Fig. 1: run 1, selected gate families
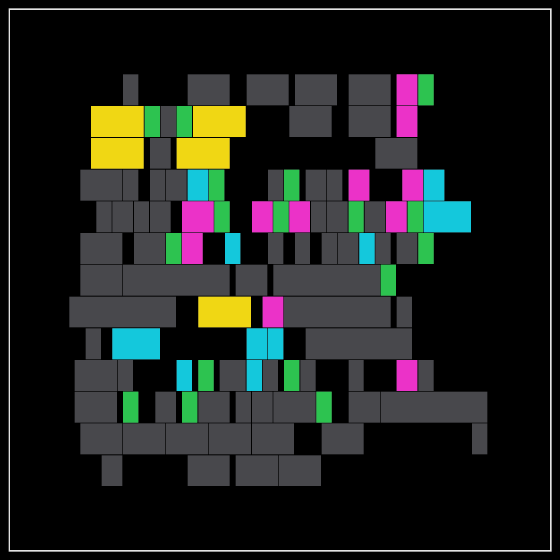
Fig. 2: run 1, where the registers sit
The bar under the picture is 10 um long.
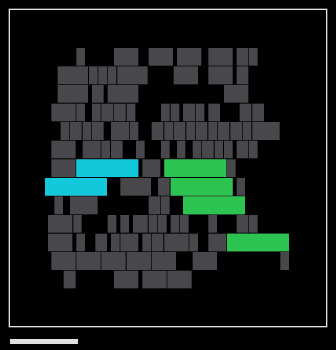
Fig. 3: run 1, routing congestion map
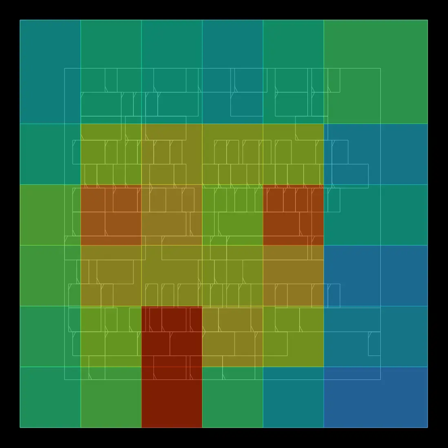
Fig. 4: run 1, signal wires on met3
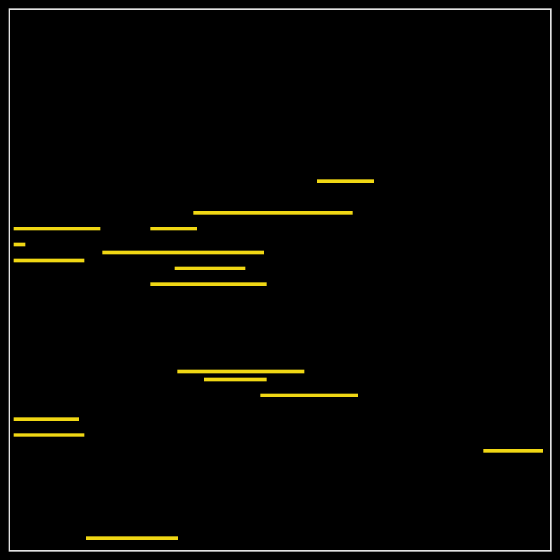
[src/rtl/mem_stage_seq_pkg.sv]
// Shared LC-3b types for the MEM-stage sequencer: opcodes, FSM states,
// MAR/MDR mux select codes and a memory-op classifier.
package lc3b_types;

   typedef enum logic [3:0] {
      op_br   = 4'b0000,
      op_add  = 4'b0001,
      op_ldb  = 4'b0010,
      op_stb  = 4'b0011,
      op_jsr  = 4'b0100,
      op_and  = 4'b0101,
      op_ldr  = 4'b0110,
      op_str  = 4'b0111,
      op_rti  = 4'b1000,
      op_not  = 4'b1001,
      op_ldi  = 4'b1010,
      op_sti  = 4'b1011,
      op_jmp  = 4'b1100,
      op_shf  = 4'b1101,
      op_lea  = 4'b1110,
      op_trap = 4'b1111
   } lc3b_opcode;

   typedef enum logic [1:0] {
      IDLE,
      ACC1,
      ACC2,
      DONE
   } mem_seq_state_t;

   localparam logic [2:0] MARMUX_ALU   = 3'd0;
   localparam logic [2:0] MARMUX_PC    = 3'd1;
   localparam logic [2:0] MARMUX_BRADD = 3'd2;
   localparam logic [2:0] MARMUX_RDATA = 3'd3;
   localparam logic [2:0] MARMUX_TRAP  = 3'd4;

   localparam logic [1:0] MDRMUX_ALU   = 2'd0;
   localparam logic [1:0] MDRMUX_RDATA = 2'd1;
   localparam logic [1:0] MDRMUX_SR1HI = 2'd2;

   function automatic logic is_mem_op(input logic [3:0] op);
      logic r;
      r = 1'b0;
      case (op)
         op_ldr, op_ldb, op_str, op_stb,
         op_ldi, op_sti, op_trap: r = 1'b1;
         default: r = 1'b0;
      endcase
      return r;
   endfunction

endpackage

[src/rtl/mem_stage_seq_wait_timer.sv]
// Watchdog for port-b accesses: counts strobe cycles without resp_b.
// Ports: clk, reset, strobe_i, resp_i, clear_i in; timeout_o sticky out.
module mem_wait_timer #(
   parameter int MAX_WAIT = 0
) (
   input  logic clk,
   input  logic reset,
   input  logic strobe_i,
   input  logic resp_i,
   input  logic clear_i,
   output logic timeout_o
);

   localparam int CW = (MAX_WAIT > 0) ? $clog2(MAX_WAIT + 1) : 1;

   generate
      if (MAX_WAIT > 0) begin : g_wd
         localparam logic [CW-1:0] LIMIT = CW'(MAX_WAIT);

         logic [CW-1:0] cnt_q, cnt_d;
         logic          err_q;
         logic          hit;

         // Counter saturates at LIMIT so it never wraps on a long wait.
         always_comb begin
            cnt_d = cnt_q;
            if (!strobe_i || resp_i || clear_i)
               cnt_d = '0;
            else if (cnt_q != LIMIT)
               cnt_d = cnt_q + 1'b1;
         end

         // Flag is visible in the cycle the count reaches the limit.
         assign hit = (cnt_d == LIMIT);

         always_ff @(posedge clk or posedge reset) begin
            if (reset) begin
               cnt_q <= '0;
               err_q <= 1'b0;
            end else begin
               cnt_q <= cnt_d;
               if (hit)
                  err_q <= 1'b1;
            end
         end

         assign timeout_o = err_q | hit;
      end else begin : g_off
         logic unused;
         assign unused = ^{clk, reset, strobe_i, resp_i, clear_i};
         assign timeout_o = 1'b0;
      end
   endgenerate

endmodule

[src/rtl/mem_stage_seq.sv]
// LC-3b MEM-stage sequencer: port-b handshake, LDI/STI indirection, stall.
// Ports: valid_in/opcode/ea_lsb/mar_lsb/resp_b in; strobes, mux/load ctl out.
module mem_stage_seq
   import lc3b_types::*;
#(
   parameter int MAX_WAIT = 0
) (
   input  logic       clk,
   input  logic       reset,
   input  logic       valid_in,
   input  logic [3:0] opcode,
   input  logic       ea_lsb,
   input  logic       mar_lsb,
   input  logic       resp_b,
   output logic       mem_read,
   output logic       mem_write,
   output logic [1:0] mem_byte_enable,
   output logic       load_mar,
   output logic [2:0] marmux_sel,
   output logic       load_mdr,
   output logic [1:0] mdrmux_sel,
   output logic       stall,
   output logic       done,
   output logic       timeout_err
);

   mem_seq_state_t state_q, state_d;
   lc3b_opcode     op_q, op_d;
   logic           accept;
   logic           indirect;

   // Accept is gated by reset so all outputs are low while it is held.
   assign accept = !reset && (state_q == IDLE)
                 && valid_in && is_mem_op(opcode);

   assign op_d     = accept ? lc3b_opcode'(opcode) : op_q;
   assign indirect = (op_q == op_ldi) || (op_q == op_sti);

   always_ff @(posedge clk or posedge reset) begin
      if (reset) begin
         state_q <= IDLE;
         op_q    <= op_br;
      end else begin
         state_q <= state_d;
         op_q    <= op_d;
      end
   end

   always_comb begin
      state_d = state_q;
      unique case (state_q)
         IDLE: if (accept) state_d = ACC1;
         ACC1: if (resp_b) state_d = indirect ? ACC2 : DONE;
         ACC2: if (resp_b) state_d = DONE;
         DONE: state_d = IDLE;
         default: state_d = IDLE;
      endcase
   end

   always_comb begin
      mem_read        = 1'b0;
      mem_write       = 1'b0;
      mem_byte_enable = 2'b00;
      load_mar        = 1'b0;
      marmux_sel      = MARMUX_ALU;
      load_mdr        = 1'b0;
      mdrmux_sel      = MDRMUX_ALU;
      stall           = 1'b0;
      done            = 1'b0;
      unique case (state_q)
         IDLE: begin
            if (accept) begin
               stall    = 1'b1;
               load_mar = 1'b1;
               if (opcode == op_trap)
                  marmux_sel = MARMUX_TRAP;
               case (opcode)
                  op_str, op_sti: load_mdr = 1'b1;
                  op_stb: begin
                     load_mdr   = 1'b1;
                     mdrmux_sel = ea_lsb ? MDRMUX_SR1HI
                                         : MDRMUX_ALU;
                  end
                  default: ;
               endcase
            end
         end
         ACC1: begin
            stall = 1'b1;
            if ((op_q == op_str) || (op_q == op_stb))
               mem_write = 1'b1;
            else
               mem_read = 1'b1;
            if (resp_b) begin
               case (op_q)
                  op_ldr, op_ldb, op_trap: begin
                     load_mdr   = 1'b1;
                     mdrmux_sel = MDRMUX_RDATA;
                  end
                  op_ldi, op_sti: begin
                     load_mar   = 1'b1;
                     marmux_sel = MARMUX_RDATA;
                  end
                  default: ;
               endcase
            end
         end
         ACC2: begin
            stall = 1'b1;
            if (op_q == op_sti)
               mem_write = 1'b1;
            else
               mem_read = 1'b1;
            if (resp_b && (op_q == op_ldi)) begin
               load_mdr   = 1'b1;
               mdrmux_sel = MDRMUX_RDATA;
            end
         end
         DONE: done = 1'b1;
         default: ;
      endcase
      if (mem_write) begin
         if (op_q == op_stb)
            mem_byte_enable = mar_lsb ? 2'b10 : 2'b01;
         else
            mem_byte_enable = 2'b11;
      end
   end

   mem_wait_timer #(
      .MAX_WAIT (MAX_WAIT)
   ) u_timer (
      .clk       (clk),
      .reset     (reset),
      .strobe_i  (mem_read | mem_write),
      .resp_i    (resp_b),
      .clear_i   (state_d != state_q),
      .timeout_o (timeout_err)
   );

endmodule

[config.mk]
export PLATFORM = sky130hd
export DESIGN_NAME = mem_stage_seq
export DESIGN_NICKNAME = d
export VERILOG_FILES = /design/src/rtl/mem_stage_seq_pkg.sv /design/src/rtl/mem_stage_seq_wait_timer.sv /design/src/rtl/mem_stage_seq.sv
export SDC_FILE = /design/constraint.sdc
export NUM_CORES = 1
export LEC_CHECK = 0
export ABC_AREA = 1
export CORE_MARGIN = 5
export CORE_UTILIZATION = 44
export DETAILED_ROUTE_END_ITERATION = 16
export PLACE_DENSITY_LB_ADDON = 0.08
export RECOVER_POWER = 50
export SYNTH_ARGS = -nofsm -noshare
export SYNTH_HDL_FRONTEND = slang
export SYNTH_SLANG_ARGS = --single-unit
export TNS_END_PERCENT = 50
[constraint.sdc]
create_clock -name clk -period 4.11 [get_ports clk]
set_clock_uncertainty 0.1 [all_clocks]
set_input_delay 0.6165 -clock clk [delete_from_list [all_inputs] [get_ports clk]]
set_output_delay 0.6165 -clock clk [all_outputs]
set_load 0.03 [all_outputs]
==> flow_results.org, run 1 <==
#+TITLE: Physical design notes

** Synth
- Yosys cell types :: 18
- In this run, synthesis produced a sequential element count of 6.
- Of the total synthesized cell area, the portion taken by AND-OR and OR-AND cells is 0.0994.
- The area fraction of the largest cell type after synthesis is 0.259.
- A synthesized cell averages around 6.7 um2.
- The post-synth count of flops with an enable pin is 0.

** Final timing
- Worst hold slack :: ~0.42 ns
- Subtracting the final worst setup slack from the clock period gives about 3.3 ns.
- Final Max Slew Viols :: 0
- The final hold violation count recorded for this run is 0.

** Final layout
- Net count, final :: ~130
- Multi-input combinational cells in the finished layout were counted as 62.
- Highest-count cells in the layout ignoring fill and taps :: sky130_fd_sc_hd__nand2_1 (21), sky130_fd_sc_hd__clkdlybuf4s50_1 (21), sky130_fd_sc_hd__inv_1 (16), sky130_fd_sc_hd__nand3_1 (12), sky130_fd_sc_hd__dfrtp_1 (6)
- Number of clock-tree buffers in the layout :: 3
- Per the layout area report, the sequential fraction of cell area is 0.186.

** Setup path
- Endpoint of the worst-slack reg-to-reg timing path :: state_q[0]
- Looking at the critical path, the highest net fanout was 10.
- Kind of end point of the critical path :: primary output
- Per the OpenROAD timing report, the critical path contains 5 cells.
- Top cell family by delay on the critical path :: buffers and inverters

** Outcome
- The run finished with clean final reports.

** Floorplan
- Tap cell count :: 15

** Detailed routing
- DRC Markers :: 0

** GRT
- Global-route total usage across every layer :: 0.171

** Min path
- Critical hold path startpoint :: op_q[0]

** Clock network
- Clock Root Buffer :: sky130_fd_sc_hd__clkbuf_4
- Clock sink total :: 6
- H-tree levels :: 1
Back to the opening pictures, Fig. 1:
inv cells -> green  # cells 17, most used inv_1
aoi and oai cells -> magenta  # cells 11
nor cells -> cyan  # cells 10, most used nor2_1
fa/ha/maj cells -> yellow  # cells 5, most used ha_1

Back to the opening pictures, Fig. 2:
op_q -> green  # flops 4
state_q -> cyan  # flops 2

Back to the opening pictures, Fig. 3:
global route hottest layer: met2
Finished Core Util: 0.637
met3 routing resource usage after global routing: 0.0625
met1 layer usage reported by global route: 0.197
M2 GR Usage: 0.275

Back to the opening pictures, Fig. 4:
longest straight run = 13.6 um
share of all routed wire = 7.6%
Detailed Route WL: 1.47 mm
total number of vias: 634

run 1: worst reg2reg max path, cell delays in order, from the launching register on:
cell,delay (ns)
sky130_fd_sc_hd__dfrtp_1,0.43
sky130_fd_sc_hd__inv_1,0.15
sky130_fd_sc_hd__ha_1,0.20
sky130_fd_sc_hd__nand2_1,0.09
sky130_fd_sc_hd__nor2_4,0.09
sky130_fd_sc_hd__nand3_1,0.29
sky130_fd_sc_hd__nand2_1,0.23
sky130_fd_sc_hd__nand2_1,0.11
sky130_fd_sc_hd__nand2_1,0.09
sky130_fd_sc_hd__nand2_1,0.06
run 1: where the power goes:
part	total, mW	internal, mW	leakage [nW]	switching [mW]
Sequential	0.119	0.0849	0.0687	0.0339
Clock	0.0555	0.0331	0.0138	0.0224
Combinational	0.407	0.157	0.334	0.251
Fig. 5: run 1, signal wires on met2
The bar under the picture is 10 um long.
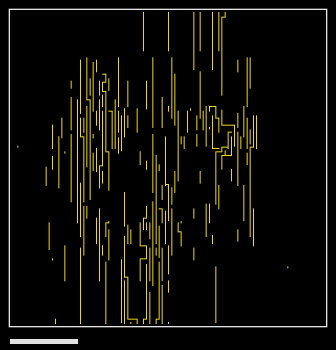

--- run 2 (diff from run 1) ---
CORE_ASPECT_RATIO = 0.9   (was default)
CORE_UTILIZATION = 37   (was 44)
clock period = 2.8 ns   (was 4.11 ns; I/O delays follow)
Fig. 6: run 2, signal wires on met2
The bar under the picture is 20 um long.
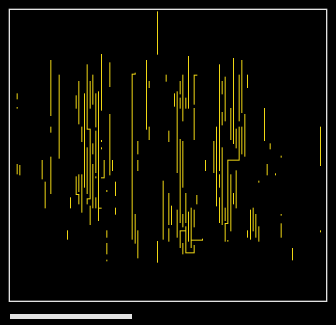
nets with wire on the layer = 96
main direction = vertical
wire length on this layer = 597 um
longest straight run = 27.0 um
share of all routed wire = 42%

==> run 2 against run 1 <==
Combinational power increased by 46%. Wire length decreased by 2.7%. Sequential power increased by 44%. Cell area increased by 2.5%. Register-to-register slack got worse by 1.0 ns. Global-route usage decreased by 3.5 points. Sequential share of layout area decreased by 0.45 points. Via count decreased by 3.5%. Power increased by 45%. First-iteration DRC count decreased by 83%. Hold slack got worse by 0.0018 ns. Clock power increased by 41%. Critical path type is now register to primary output. Highest routed layer unchanged.
==> flow_results.org, run 2 <==
#+TITLE: Physical design notes

** Outcome
- The run finished with clean final reports.

** Power
- Clock network fraction of design power :: 0.093
- Summed over all nets, the switching power comes to 446 uW.
- Reported combinational group power :: 594 uW
- Summed over the clock group, the power is just under 80 uW.
- The power report lists the sequential group at about 170 uW.
- Switching Share :: 0.528

** Clock network
- Clock Root Buffer :: sky130_fd_sc_hd__clkbuf_4

** Synth
- Of the total synthesized cell area, the portion taken by AND-OR and OR-AND cells is 0.0994.
- Yosys cell types :: 18
- A synthesized cell averages ~6.7 um2.

** Detailed routing
- The DRC violation total left in the routed layout is recorded as 0.

** Setup path
- Kind of end point of the critical path :: primary output
- All stages included, the depth of the critical timing path comes to 7.
- Per STA, the worst path accumulates the most delay in the family buffers and inverters.
- Endpoint of the worst-slack reg-to-reg timing path :: state_q[0]

** Min path
- Critical hold path startpoint :: op_q[1]

** GRT
- Global-route total usage across every layer :: 0.137

** Final timing
- In the final report, the number of hold violations comes to 0.
- Counting I/O delays and the setup requirement, the final critical path takes around 2.6 ns.
- Final hold analysis gives a worst-case slack of around 0.42 ns.
Fig. 7: run 2, signal wires on met3
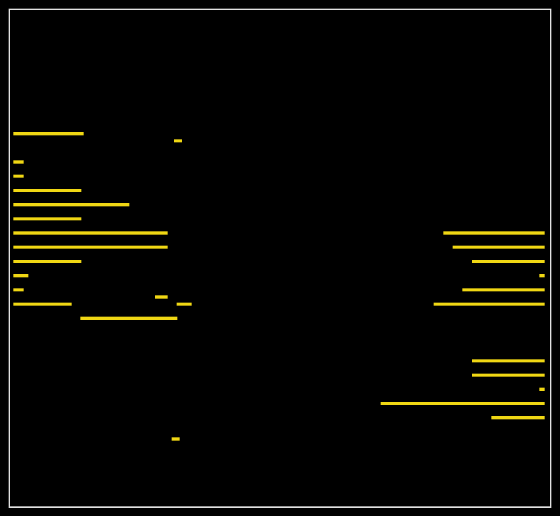
nets with wire on the layer = 25
share of all routed wire = 11%
Detailed Route WL: 1.43 mm
total number of vias: 612
met3 routing resource usage after global routing: 0.0405

[run 2: layout make-up]
type / count / area share
Sequential cell: 6 / 0.181
Inverter: 17 / 0.0770
Timing Repair Buffer: 22 / 0.275
Multi-Input combinational cell: 62 / 0.417
Tap cell: 15 / 0.0227
Clock buffer: 3 / 0.0272
[run 2: timing repair]
action,4_1_cts,5_1_grt
buffers inserted,0,0
hold buffers,0,0
resized,2,4
endpoints found under the setup margin,2,4
[run 2: per-layer routing]
layer | vias up | wire (um) | share of wire | GRT usage
li1 | 324 | - | - | -
met2 | 28 | 596 | 0.42 | 0.239
met5 | - | 0 | 0 | 0
met3 | 5 | 161 | 0.11 | 0.0405
met4 | 0 | 46 | 0.032 | 0.126
met1 | 255 | 628 | 0.44 | 0.135
Fig. 8: run 2, selected gate families
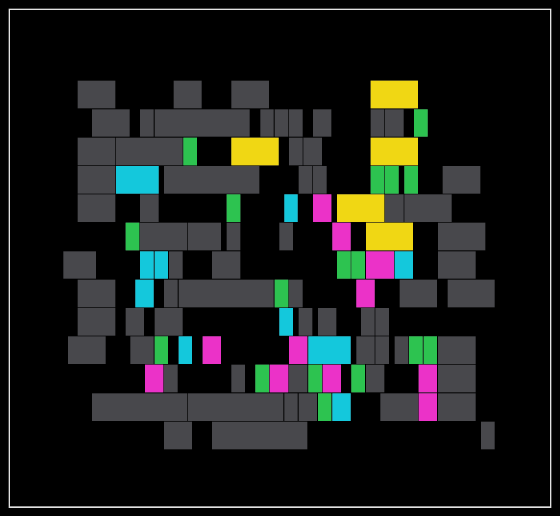

--- run 3 (diff from run 2) ---
GPL_TIMING_DRIVEN = 0   (was default)
SETUP_SLACK_MARGIN = 0.2   (was default)
clock period = 2.2 ns   (was 2.8 ns; I/O delays follow)
Fig. 9: run 3, selected gate families
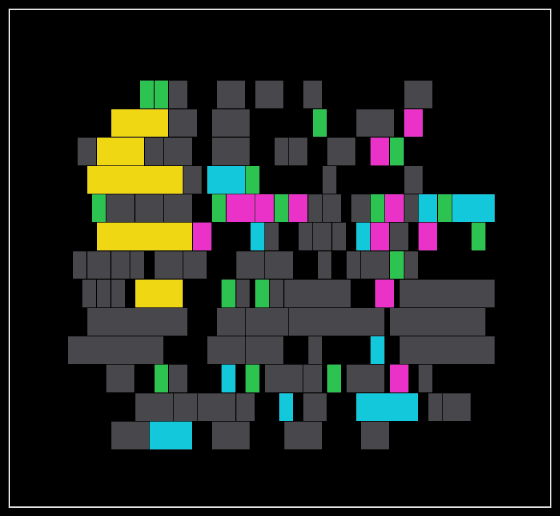
fa/ha/maj cells -> yellow  # cells 5
inv cells -> green  # cells 17, most used inv_1
aoi and oai cells -> magenta  # cells 11
nor cells -> cyan  # cells 10, most used nor2_1

==> run 3 against run 2 <==
Flip-flop count did not move. Die size did not move. First-iteration DRC count rose to 2.8 times the previous value. Sequential share of layout area fell by 1.4 points. Count of clock-buffer cells in the layout did not move. Largest cell class unchanged. Combinational power rose by 49%. Power rose by 43%. Setup slack got worse by 0.027 ns. Cell area rose by 9.4%. Register-to-register slack got worse by 0.56 ns.
==> flow_results.org, run 3 <==
#+TITLE: Physical design notes

** Outcome
- Run status :: finished, final reports clean

** Setup path
- The launch point of the critical path was reported as state_q[1].
- The kind of cell with the highest combined delay along the critical path is simple AND/OR/NAND/NOR gates.
- Crit path depth :: 8
- Largest fanout on the critical path :: 3

** Final layout
- Net count, final :: between 100 and 150
- The finished layout reports a core utilization of 0.619.
- Leaving out fill and tap cells, the most frequent cells in the layout are sky130_fd_sc_hd__nand2_1 (18), sky130_fd_sc_hd__inv_1 (14), sky130_fd_sc_hd__buf_4 (12), sky130_fd_sc_hd__nand3_1 (10), sky130_fd_sc_hd__clkdlybuf4s50_1 (9).

** Synth
- Cell type contributing the most total cell area after synthesis :: sky130_fd_sc_hd__dfrtp_1
- Mean instance size in the synthesized netlist :: ~6.7 um2
- Per the synthesis report, the AND-OR/OR-AND share of the synthesized area is 0.0994.
- In this run, synthesis inferred 0 flip-flops with an integrated enable.
- Number of synthesized register bits :: 6
- Share of the synthesized area in the top cell type :: 0.259
- Synthesis Warnings :: 0

** Detailed routing
- Highest metal used :: met4
- The final route contains 633 vias.
- Per-cell via count in the routed design :: roughly 4.7
- DRC Markers :: 0
- Routed wl met3 :: 39 um
- Detailed Route WL :: ~1.5 mm
- For this block, wires on met1 add up to 675 um.
- The detailed router reports a met2 wire length of 783 um.

** Power
- Combinational share of power :: 0.735
- The power report lists cell-internal power as 584 uW.
- Switching power summed over all nets :: ~620 uW
- Clock network fraction of design power :: 0.085
- Flop pwr share :: 0.181

** GRT
- For met1 alone, demand over resource in global routing was 0.158.
- Met3 routing resource usage after global routing :: 0.0561
- For met2 alone, demand over resource in global routing was 0.261.
- Global route hottest layer :: met2

** Clock network
- Clock Root Buffer :: sky130_fd_sc_hd__clkbuf_4
- Clock sink total :: 6
- Number of buffers added for setup after CTS :: 7
- # hold bufs at CTS :: 0

** Final timing
- Number of endpoints with negative hold slack in the final report :: 0
- The final timing report lists a max-slew violation count of 0.
- Across all hold checks on the routed design, the worst slack comes to between 0.4 and 0.5 ns.

** Place
- Per the gpl log, the routability congestion estimate is between 0.7 and 0.8.
- Count of placed standard cells including taps :: 124
Fig. 10: run 3, where the registers sit
The bar under the picture is 20 um long.
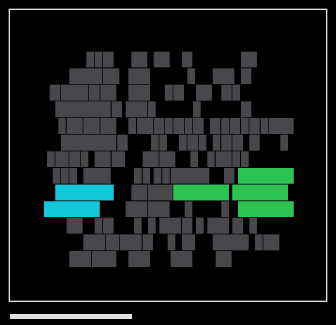
op_q -> green  # flops 4
state_q -> cyan  # flops 2

==> run 3: cell counts after synthesis <==
No cell type changed its count.
==> run 3: power by group through the flow <==
| stage | logic, mW | registers [mW] | clock network [mW] |
|---|---|---|---|
| 2_1_floorplan | 0.543 | 0.207 | 0 |
| 4_1_cts | 0.888 | 0.217 | 0.106 |
| 3_5_place_dp | 0.791 | 0.221 | 0 |
| 5_1_grt | 0.981 | 0.229 | 0.111 |
| 6_report | 0.885 | 0.218 | 0.102 |
| 3_3_place_gp | 0.780 | 0.221 | 0 |
==> run 3: cell type report <==
| type | count | area share |
|---|---|---|
| multi-input combinational | 62 | 0.443 |
| timing repair buffer | 29 | 0.257 |
| sequential | 6 | 0.167 |
| inverter | 17 | 0.0704 |
| clock buffer | 3 | 0.0249 |
| tap | 15 | 0.0207 |
| buffer | 2 | 0.0166 |
Power is estimated from default activity; no workload was simulated.
